met1.png
Scale bar: 20 um. Cells faint in the background.
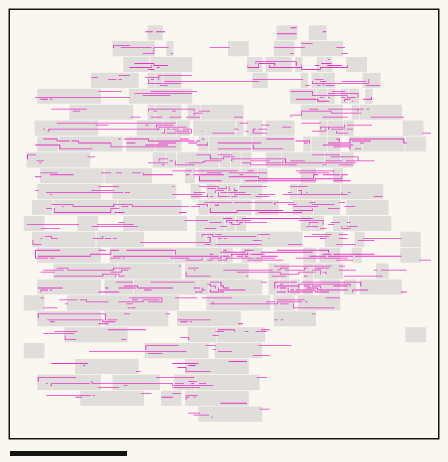
met2.png
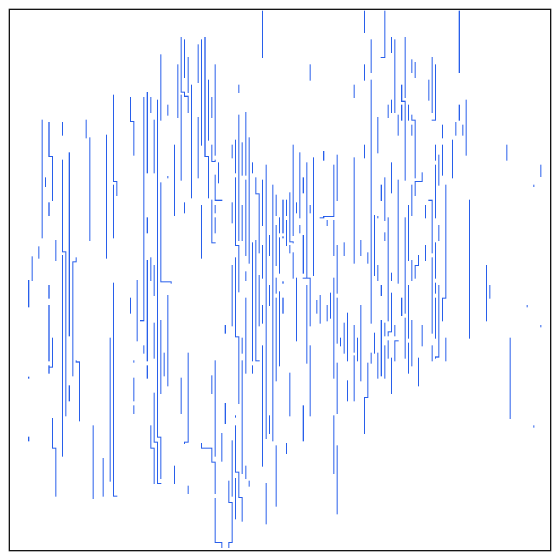
met3.png
Scale bar: 20 um.
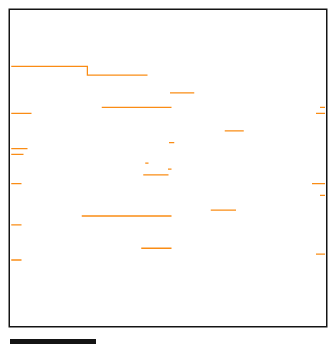
drive_strength.png
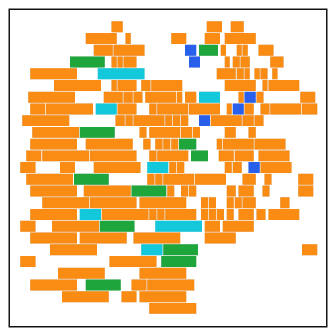
### src/rtl/seq_dibit_feeder.sv
// Byte FIFO feeding a 2-bit-per-clock serialiser; back-to-back bytes give a gap-free
// dibit stream for the downstream sequence checker.
module seq_dibit_feeder #(
   parameter int DEPTH     = 4,
   parameter bit MSB_FIRST = 1'b1
) (
   input  logic                     clk,
   input  logic                     rst,
   input  logic [7:0]               in_data,
   input  logic                     in_valid,
   output logic                     in_ready,
   output logic [1:0]               dibit_out,
   output logic                     dibit_valid,
   output logic [$clog2(DEPTH):0]   fifo_level
);
   localparam int AW = $clog2(DEPTH);
   localparam logic [AW:0] LVL_FULL = (AW+1)'(DEPTH);

   logic [7:0]    r_mem [DEPTH];
   logic [AW-1:0] r_wr_ptr;
   logic [AW-1:0] r_rd_ptr;
   logic [AW:0]   r_level;
   logic [7:0]    r_shift;
   logic [1:0]    r_phase;
   logic          r_busy;
   logic [1:0]    r_dibit;
   logic          r_valid;

   logic          w_push;
   logic          w_pop;
   logic          w_last;
   logic [7:0]    w_head;

   // Symbol idx (0..3) of byte b in emission order.
   function automatic logic [1:0] sym(input logic [7:0] b, input logic [1:0] idx);
      logic [1:0] pos;
      pos = MSB_FIRST ? ~idx : idx;
      return b[{pos, 1'b0} +: 2];
   endfunction

   assign in_ready = !rst && (r_level < LVL_FULL);
   assign w_push   = in_valid && in_ready;
   assign w_last   = (r_phase == 2'd3);
   // Load uses the registered level, so a byte pushed this edge waits one cycle.
   assign w_pop    = (r_level != '0) && (!r_busy || w_last);
   assign w_head   = r_mem[r_rd_ptr];

   always_ff @(posedge clk) begin
      if (w_push) begin
         r_mem[r_wr_ptr] <= in_data;
      end
   end

   always_ff @(posedge clk) begin
      if (rst) begin
         r_wr_ptr <= '0;
         r_rd_ptr <= '0;
         r_level  <= '0;
      end else begin
         if (w_push) begin
            r_wr_ptr <= r_wr_ptr + AW'(1);
         end
         if (w_pop) begin
            r_rd_ptr <= r_rd_ptr + AW'(1);
         end
         case ({w_push, w_pop})
            2'b10:   r_level <= r_level + (AW+1)'(1);
            2'b01:   r_level <= r_level - (AW+1)'(1);
            default: r_level <= r_level;
         endcase
      end
   end

   always_ff @(posedge clk) begin
      if (rst) begin
         r_shift <= '0;
         r_phase <= '0;
         r_busy  <= 1'b0;
         r_dibit <= '0;
         r_valid <= 1'b0;
      end else if (w_pop) begin
         r_shift <= w_head;
         r_phase <= 2'd0;
         r_busy  <= 1'b1;
         r_dibit <= sym(w_head, 2'd0);
         r_valid <= 1'b1;
      end else if (r_busy && !w_last) begin
         r_phase <= r_phase + 2'd1;
         r_dibit <= sym(r_shift, r_phase + 2'd1);
         r_valid <= 1'b1;
      end else if (r_busy) begin
         r_phase <= 2'd0;
         r_busy  <= 1'b0;
         r_dibit <= 2'b00;
         r_valid <= 1'b0;
      end
   end

   assign dibit_out   = r_dibit;
   assign dibit_valid = r_valid;
   assign fifo_level  = r_level;

endmodule

### config.mk
export PLATFORM = sky130hd
export DESIGN_NAME = seq_dibit_feeder
export DESIGN_NICKNAME = d
export VERILOG_FILES = /design/src/rtl/seq_dibit_feeder.sv
export SDC_FILE = /design/constraint.sdc
export NUM_CORES = 1
export LEC_CHECK = 0
export CORE_MARGIN = 1.5
export CORE_UTILIZATION = 45
export CTS_CLUSTER_DIAMETER = 150
export DETAILED_ROUTE_END_ITERATION = 6
export PLACE_DENSITY = 0.78
export SLEW_MARGIN = 25
export SYNTH_ARGS = -nofsm -noshare
export SYNTH_HDL_FRONTEND = slang
export SYNTH_SLANG_ARGS = --single-unit
### constraint.sdc
create_clock -name clk -period 2.2 [get_ports clk]
set_input_delay 0.33 -clock clk [delete_from_list [all_inputs] [get_ports clk]]
set_output_delay 0.33 -clock clk [all_outputs]
set_load 0.01 [all_outputs]
==> design notes <==
The logs give 61.5% for the worst-case headroom to the max-slew limit and 0 for the yosys synthesis warning count. Overall routing resource usage recorded by global route was 15.5%. Per report_power, the combinational group accounts for 32.9% of the total. For this block, wires on met1 add up to 1650 um.

The number of nets still failing antenna checks after routing was 0; the H-tree level count was 2. Routed signal wires occupy layers up through met4. Derived from the worst setup path, the maximum achievable clock frequency is 481 MHz. The report lists the number of standard-cell rows as 25. In the final layout, multi-input gates take up 27.9% of the cell area. Listed in order, past its start point the critical path passes ha_1, and2b_1, nor2_1, ha_1, inv_1, fa_1, xor2_1, or3_1, a21oi_1. For the total power of the final layout, the log shows 3310 uW. Across the placement rows, the number of tap cells is 67.

The maximum number of pins on one net before global-route repair is 24, and the clock tree cell share of total cell area is 5.24%. Once the floorplan was initialized, standard cells occupied 47.0% of the core. A synthesized cell averages 13.7 um2.

Buffer cell driving the clock tree root: sky130_fd_sc_hd__clkbuf_8. The first global-routing pass estimated 6150 um of wire. During placement, the flow inserted port buffers numbering 17.

The timing report shows the most common cell along the critical path to be sky130_fd_sc_hd__ha_1. Launching element of the worst setup path: r_phase[1]. The post-detailed-route via-to-cell ratio was 5.37. According to the floorplan report, the placeable core area is 0.00472 mm2. The area after detailed placement came out at 0.00246 mm2. The final timing report lists clock skew as 0.00541 ns.

The run gives 55.1% for the final cell utilization of the core. The overall die size recorded for this design is 0.00537 mm2. Logic depth along the worst register-to-register path is recorded as 9. The run gives 1270 mW/mm2 for the power density relative to cell area. The area reported by Yosys stat is 0.00222 mm2, and the synthesized-area fraction occupied by adder cells is 4.28%. 0 antenna diodes ended up in the layout.

Sequential cells account for 43.6% of the total power. For this run, the detailed router's first-pass iteration total came to 4. Of the available clock period, the critical path in the final layout requires 94.6%.

The critical path buffer and inverter count works out to 1. The tools report the count of placed standard cells in the final layout, fillers left out as 249. The fraction of the mapped netlist area in compound gates was 8.23%. Leaving out fill and tap cells, the most frequent cell in the layout is sky130_fd_sc_hd__edfxtp_1. The startpoint identified for the worst register-to-register timing path is r_phase[1]. The power report shows net switching accounting for 31.8% of the total. The number of warnings in the stage logs was 29. In this run, post-CTS repair resized a total of 0 instances.

The cell count after synthesis is 162. The worst hold path terminates at r_shift[7]. The synthesis run identifies the leading combinational cell family as multiplexers. According to the timing report, the arrival time at the worst endpoint equals 2.32 ns.

The synthesis report gives the async set-or-reset register share as 0%. Counting the clock-network buffers in the layout gives 5. The slowest cell on the critical path was sky130_fd_sc_hd__fa_1.

The synthesized netlist was found by Yosys to have 162 cells. The length of routed met2 wiring came out at 1890 um. The post-synth count of flops with an enable pin is 32. The chip width came out at 73.3 um.

Per the cell usage report, the commonest logic cells after layout are sky130_fd_sc_hd__edfxtp_1, sky130_fd_sc_hd__dfxtp_1, sky130_fd_sc_hd__clkdlybuf4s50_1. The worst hold path class is reg -> reg. TritonCTS built the clock tree. At the end of the flow, the number of nets in the layout was 199. Counting every sink on the clock net gives 55. Flip-flop and latch power: 1440 uW. The tools report the startpoint class of the critical path as a flop.

The congestion estimate from routability-driven global placement came to 0.796. Counting buffers and inverters, the worst setup path is 9 cells deep. The simple-gate share of the synthesized area is 8.51%, and the overflow left after global routing is 0.

Cell internal power was estimated by the tool at 2250 uW. The run finished with clean final reports. The multi-input combinational cells in the finished layout cover a total of 726 um2.

The number of clock buffers inserted by TritonCTS is 5, and the total count of max-transition violations in the final report is 0. With the buffer share of cell area at 7.98%, the net count after synthesis is 180. The timing report gives the worst reg2reg path a setup slack of 0.12 ns.

After detailed routing, the number of remaining DRC violations is 0. Per the GRT log, the top usage layer is met2. The setup-violating endpoint count in the final report is 0, and the sequential share of cell area is 54.6%. With the sequential-to-total area share from yosys stat at 64.0%, the layout cell share with drive strength beyond 1 is 13.2%. In the CTS report, the clock slew at the register clock pins of the worst setup and hold paths is listed as 0.10 ns.

Per the synthesis report, the XOR/XNOR share of the synthesized area is 1.18%. The layout report lists the combined flip-flop and latch area as 0.00142 mm2. For the final total negative setup slack, the log shows 0 ns.

Setup repair after global routing left no endpoint under its margin. The start point of the worst min-delay path was r_shift[7]. For the worst setup path, the data required time is 2.44 ns. Per the run report, area growth between synthesis and finish was 17.1%.
## Picture notes: met1.png
The layer carries 1650 um of wire. 184 nets have wire on it. The wires run mostly horizontal. The longest straight run is 20.2 um. The layer holds 44% of the routed length.
final WL: 3720 um
overall via count from detail_route: 1336
routing usage on met1: 18.9%

## Picture notes: met2.png
The layer carries 1890 um of wire. 174 nets have wire on it. The longest straight run is 45.7 um.
met2 global-route usage: 26.3%

## Picture notes: met3.png
The longest straight run is 20.5 um. The layer carries 123 um of wire.
global routing met3 resource utilization: 4.94%

## Picture notes: drive_strength.png
Key: drive 1 or less = orange [cells 158, most used edfxtp_1]; drive 6 and up = cyan [cells 7, most used clkbuf_8]; drive 3 to 4 = blue [cells 6, most used buf_4]; drive 2 = green [cells 11, most used mux4_2]
number of signal-net buffers in the layout: 22
final worst setup slack: 0.119 ns
post-layout instance area: 0.00260 mm2

Power figures rest on the tool's default switching activity, not on a simulated workload.
